**config.mk**
```make
export PLATFORM = sky130hd
export DESIGN_NAME = stage_cp_buffer
export DESIGN_NICKNAME = d
export VERILOG_FILES = /design/src/rtl/stage_cp_buffer.sv
export SDC_FILE = /design/constraint.sdc
export NUM_CORES = 1
export LEC_CHECK = 0
export CORE_AREA = 2 2 192 194
export CTS_BUF_LIST = sky130_fd_sc_hd__clkbuf_4
export DETAILED_ROUTE_END_ITERATION = 10
export DIE_AREA = 0 0 194 196
export RECOVER_POWER = 25
export SLEW_MARGIN = 30
export SYNTH_ARGS = -nofsm -noshare
export SYNTH_HDL_FRONTEND = slang
export SYNTH_SLANG_ARGS = --single-unit
```
**constraint.sdc**
```tcl
create_clock -name clock -period 7 [get_ports clock]
set_input_delay 1.05 -clock clock [delete_from_list [all_inputs] [get_ports clock]]
set_output_delay 1.05 -clock clock [all_outputs]
set_load 0.1 [all_outputs]
```
**src/rtl/stage_cp_buffer.sv**
```systemverilog
`default_nettype none
// ============================================================================
// Module   : stage_cp_buffer
// Purpose  : Completion-stage buffer sitting right after execute. Captures at
//            most one execute result per cycle into a small in-order FIFO and
//            broadcasts the oldest entry on the common data bus (CDB) toward
//            the ROB, reservation stations and map table. Back-pressures
//            execute when full; a mispredict flush from retire empties it.
// Ports    :
//   clock, reset            system clock; asynchronous active-high reset
//   flush                   synchronous squash, highest priority
//   ex_valid / ex_ready     execute-side handshake (ready = not full)
//   ex_result, ex_npc       execute data fields
//   ex_take_branch, ex_dest_valid, ex_dest_tag, ex_rob_idx,
//   ex_halt, ex_illegal     execute control fields
//   cdb_ready / cdb_valid   CDB-side handshake (valid = not empty)
//   cdb_*                   head-entry fields, zeroed while cdb_valid=0
//   count                   current occupancy (0..DEPTH)
// Revision : 1.0 - initial release
// ============================================================================
module stage_cp_buffer #(
  parameter int XLEN   = 32,
  parameter int DEPTH  = 4,
  parameter int PREG_W = 6,
  parameter int ROB_W  = 5
) (
  input  logic                       clock,
  input  logic                       reset,
  input  logic                       flush,
  input  logic                       ex_valid,
  output logic                       ex_ready,
  input  logic [XLEN-1:0]            ex_result,
  input  logic [XLEN-1:0]            ex_npc,
  input  logic                       ex_take_branch,
  input  logic                       ex_dest_valid,
  input  logic [PREG_W-1:0]          ex_dest_tag,
  input  logic [ROB_W-1:0]           ex_rob_idx,
  input  logic                       ex_halt,
  input  logic                       ex_illegal,
  input  logic                       cdb_ready,
  output logic                       cdb_valid,
  output logic [XLEN-1:0]            cdb_result,
  output logic [XLEN-1:0]            cdb_npc,
  output logic                       cdb_take_branch,
  output logic                       cdb_dest_valid,
  output logic [PREG_W-1:0]          cdb_dest_tag,
  output logic [ROB_W-1:0]           cdb_rob_idx,
  output logic                       cdb_halt,
  output logic                       cdb_illegal,
  output logic [$clog2(DEPTH):0]     count
);

  localparam int C_PTR_W = $clog2(DEPTH);
  localparam int C_CNT_W = C_PTR_W + 1;

  typedef struct packed {
    logic [XLEN-1:0]   result;
    logic [XLEN-1:0]   npc;
    logic              take_branch;
    logic              dest_valid;
    logic [PREG_W-1:0] dest_tag;
    logic [ROB_W-1:0]  rob_idx;
    logic              halt;
    logic              illegal;
  } entry_t;

  entry_t               r_mem [DEPTH];
  logic [C_PTR_W-1:0]   r_head;
  logic [C_PTR_W-1:0]   r_tail;
  logic [C_CNT_W-1:0]   r_count;
  logic [C_CNT_W-1:0]   w_count_next;
  logic                 w_enq;
  logic                 w_deq;
  entry_t               w_in;
  entry_t               w_head;
  logic                 w_head_writes;

  // Handshakes. Flush masks both sides so nothing moves in a squash cycle.
  assign ex_ready  = (r_count != C_CNT_W'(DEPTH));
  assign cdb_valid = (r_count != '0);
  assign w_enq     = ex_valid && ex_ready && !flush;
  assign w_deq     = cdb_valid && cdb_ready && !flush;

  assign w_in = '{
    result:      ex_result,
    npc:         ex_npc,
    take_branch: ex_take_branch,
    dest_valid:  ex_dest_valid,
    dest_tag:    ex_dest_tag,
    rob_idx:     ex_rob_idx,
    halt:        ex_halt,
    illegal:     ex_illegal
  };

  always_comb begin
    w_count_next = r_count;
    case ({w_enq, w_deq})
      2'b10:   w_count_next = r_count + C_CNT_W'(1);
      2'b01:   w_count_next = r_count - C_CNT_W'(1);
      default: w_count_next = r_count;
    endcase
  end

  // Pointers and occupancy. DEPTH is a power of two, so the natural
  // wrap of the pointer width gives modulo-DEPTH indexing.
  always_ff @(posedge clock or posedge reset) begin
    if (reset) begin
      r_head  <= '0;
      r_tail  <= '0;
      r_count <= '0;
    end else if (flush) begin
      r_head  <= '0;
      r_tail  <= '0;
      r_count <= '0;
    end else begin
      if (w_enq) r_tail <= r_tail + C_PTR_W'(1);
      if (w_deq) r_head <= r_head + C_PTR_W'(1);
      r_count <= w_count_next;
    end
  end

  // Entry storage needs no reset: it is only observed through count.
  always_ff @(posedge clock) begin
    if (w_enq) r_mem[r_tail] <= w_in;
  end

  assign w_head = r_mem[r_head];

  // Physical register 0 is hard-wired, so a write to it is never broadcast
  // as a real destination.
  assign w_head_writes = w_head.dest_valid && (w_head.dest_tag != '0);

  assign cdb_result      = cdb_valid ? w_head.result      : '0;
  assign cdb_npc         = cdb_valid ? w_head.npc         : '0;
  assign cdb_take_branch = cdb_valid && w_head.take_branch;
  assign cdb_dest_valid  = cdb_valid && w_head_writes;
  assign cdb_dest_tag    = cdb_dest_valid ? w_head.dest_tag : '0;
  assign cdb_rob_idx     = cdb_valid ? w_head.rob_idx     : '0;
  assign cdb_halt        = cdb_valid && w_head.halt;
  assign cdb_illegal     = cdb_valid && w_head.illegal;
  assign count           = r_count;

endmodule
`default_nettype wire
```
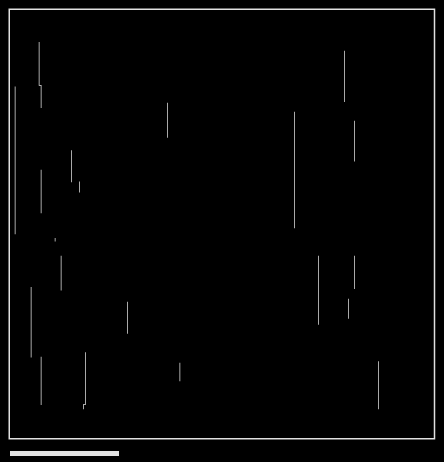
Fig. 1. Metal 4.
The bar under the picture is 50 microns long.
The layer carries 444 microns of wire. 12 nets have wire on it. The longest straight run is 67.3 microns. The wires run mostly vertical. The layer holds 1.7% of the routed length.

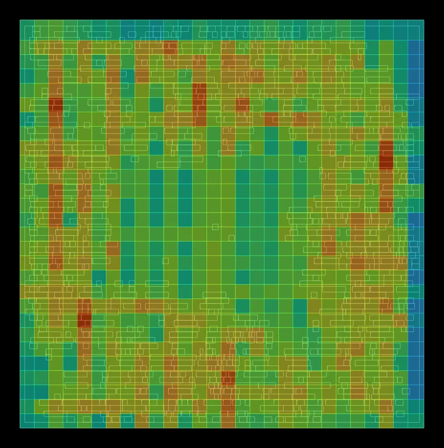
Fig. 2. Congestion heat map.
post-layout utilization of the core: 43.5%
GR peak layer: met2
final routed wire length divided by cell count: 19.2 microns

==> impl.org <==
* Implementation run

** Power and ir drop
- Net switching power figure :: 2830 uW
- Part of the total power dissipated in combinational logic :: 41.0%
- The clock network accounts for 24.3% of the total power.
- VDD IR max :: 321 uV
- The report lists the power per cell area as 425 mW/mm^2.
- Cell internal power was estimated by the tool at 3850 uW.
- Leakage Power :: 0.00506 uW
- Switching portion of total power :: 42.4%
- The design draws 6680 uW.

** Routing
- Met3 routed wirelength :: 1310 microns
- The detailed router used layers up to and including met5.
- Per the detail_route report, DRC violations left total 0.
- Wire length the detailed router placed on met1 :: 10800 microns
- The violation tally recorded at the end of detailed-routing iteration 0 is 339.
- Post-detailed-routing wire length :: 25500 microns

** Final timing
- The pin closest to its max-slew limit shows a slew of 1.00 ns.
- In the finished design, the share of the clock period the worst path needs comes to 70.8%.
- The highest clock rate this design can be run at is 202 MHz.
- The end-of-flow timing check tallies setup violations at 0.
- For reference, the final report shows the hold violation count at 0.
- Hold timing on the final database bottoms out at a slack of 0.586 ns.

** Final layout
- Most area-hungry cell class in the final design :: registers
- The finished layout holds 1324 standard cells, fillers aside.
- Final-layout clock buffer total :: 124
- Measured on the final layout, buffering overhead outside the clock network stands at 11.1%.
- In the finished design the tool counted flip-flops and latches totalling 323.
- By instance count after routing, the leading logic cell type is sky130_fd_sc_hd__edfxtp_1.
- Diode insertion count for antenna repair :: 3

** Logic synthesis
- In the synthesized netlist the dominant register cell turns out to be sky130_fd_sc_hd__edfxtp_1.
- The mapped netlist covers 0.0124 sq mm.
- Async set or reset register ratio after synthesis :: 2.17%
- Post-synthesis cell count :: 563
- Xor/xnor share of the synthesized area :: 0.423%
- Among all cell types in the netlist, the one instantiated most often is sky130_fd_sc_hd__edfxtp_1.
- The synthesized netlist devotes 5.16% of its cell area to simple gates.
- The synthesis log from Yosys contains 0 warnings.
- Among the non-sequential cells, multiplexers take the most area.
- In the Yosys report the total cell count is 563.
- Seq/Total Area, Yosys :: 77.7%

** Die
- The report lists the number of standard-cell rows as 70.

** Worst hold path
- Checking hold timing, the worst path is listed with class reg2reg.

** CTS
- Clock insertion delay at the later pin of the skew report :: 0.73 ns
- Longest Clk Path Bufs :: 3
- In this run the number of H-tree levels came out at 3.
- Post-CTS repair changed the size of 0 cells.
- Clock sink count :: 323

** Flow run
- Summing over the stages, the warning tally comes to 29.

** Critical path
- WP data arrival :: 3.91 ns
- Worst Setup Start Kind :: register
- CP Cell Sequence :: buf_4 > mux4_2 > and2_1 > clkdlybuf4s50_1
- STA classifies the critical path endpoint as an output pin.

** Place
- RePlAce ended its routability-driven mode at a weighted congestion of 0.708.

** GRT
- Across every metal layer, demand over resource in global routing totals 13.6%.
- The initial antenna violation count is 5.

** Run status
- Result of the run :: complete, no violations
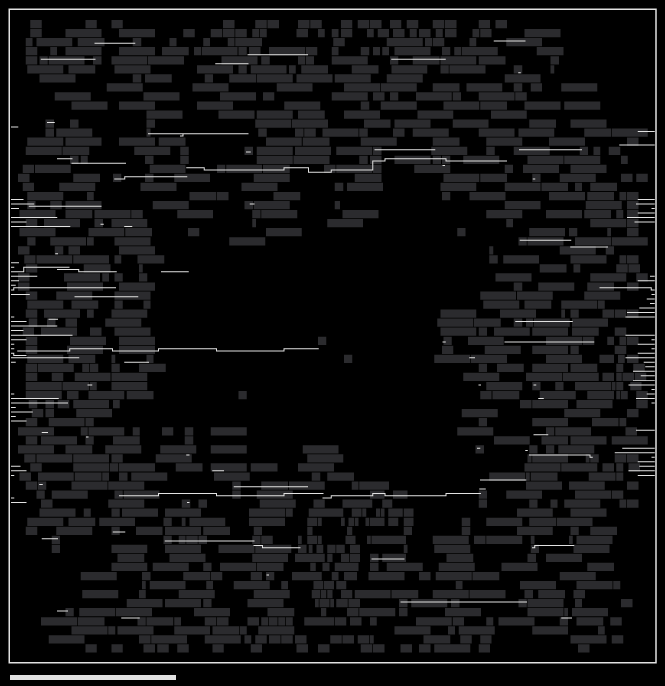
Fig. 3. Metal 3.
The bar under the picture is 50 microns long. Cells faint in the background.
The longest straight run is 37.7 microns. The layer carries 1310 microns of wire. The layer holds 5.1% of the routed length. The wires run mostly horizontal.

metal layers:
| metal | vias up | track usage, % |
|---|---|---|
| met4 | 6 | 5.44 |
| met5 | - | 0 |
| met3 | 46 | 4.59 |
| met2 | 183 | 22.7 |
| met1 | 3247 | 16.4 |
| li1 | 2817 | - |
power by group through the flow:
stage,clock (uW),sequential [uW],combinational (uW)
floorplan,0,2320,2170
global placement,0,2360,2780
detailed placement,0,2370,2780
CTS,1700,2320,2790
global route,1790,2340,2850
finish,1620,2320,2740
logic make-up (layout without fill, tap and decap cells):
logic type	after synthesis	count (layout)
xor gates and xnor gates	6	6
AOI/OAI and AO/OA	10	10
DFF	323	323
muxes	79	79
other	0	3
and+or+nand+nor	106	106
buffers and inverters	34	324
adders and majority gates	5	5
final timing paths:
path,from,to,slack (ns),cells past startpoint
worst max-delay path,r_head[1]$_DFFE_PP0P_,cdb_npc[15],2.04,4
worst min-delay path,r_tail[1]$_DFFE_PP0P_,r_tail[1]$_DFFE_PP0P_,0.59,2
worst max register to register,count[0]$_DFFE_PP0P_,r_mem[0][59]$_DFFE_PP_,4.05,5
worst min register to register,r_tail[1]$_DFFE_PP0P_,r_tail[1]$_DFFE_PP0P_,0.59,2
max in group asynchronous,reset,r_head[0]$_DFFE_PP0P_,5.99,2
min in group asynchronous,reset,count[2]$_DFFE_PP0P_,0.73,2
flip-flops by register name, indices dropped and copies added, names as in the netlist:
signal,flops
r_tail,2
count,3
r_mem,316
r_head,2
stage by stage:
stage	setup slack [ns]	util, %
after detailed placement	2.70	40.5
after global placement	2.69	40.5
after global routing	1.74	43.5
after floorplan	1.84	-
after CTS	1.86	43.5
final	2.04	43.5
Power and IR drop assume default switching activity.
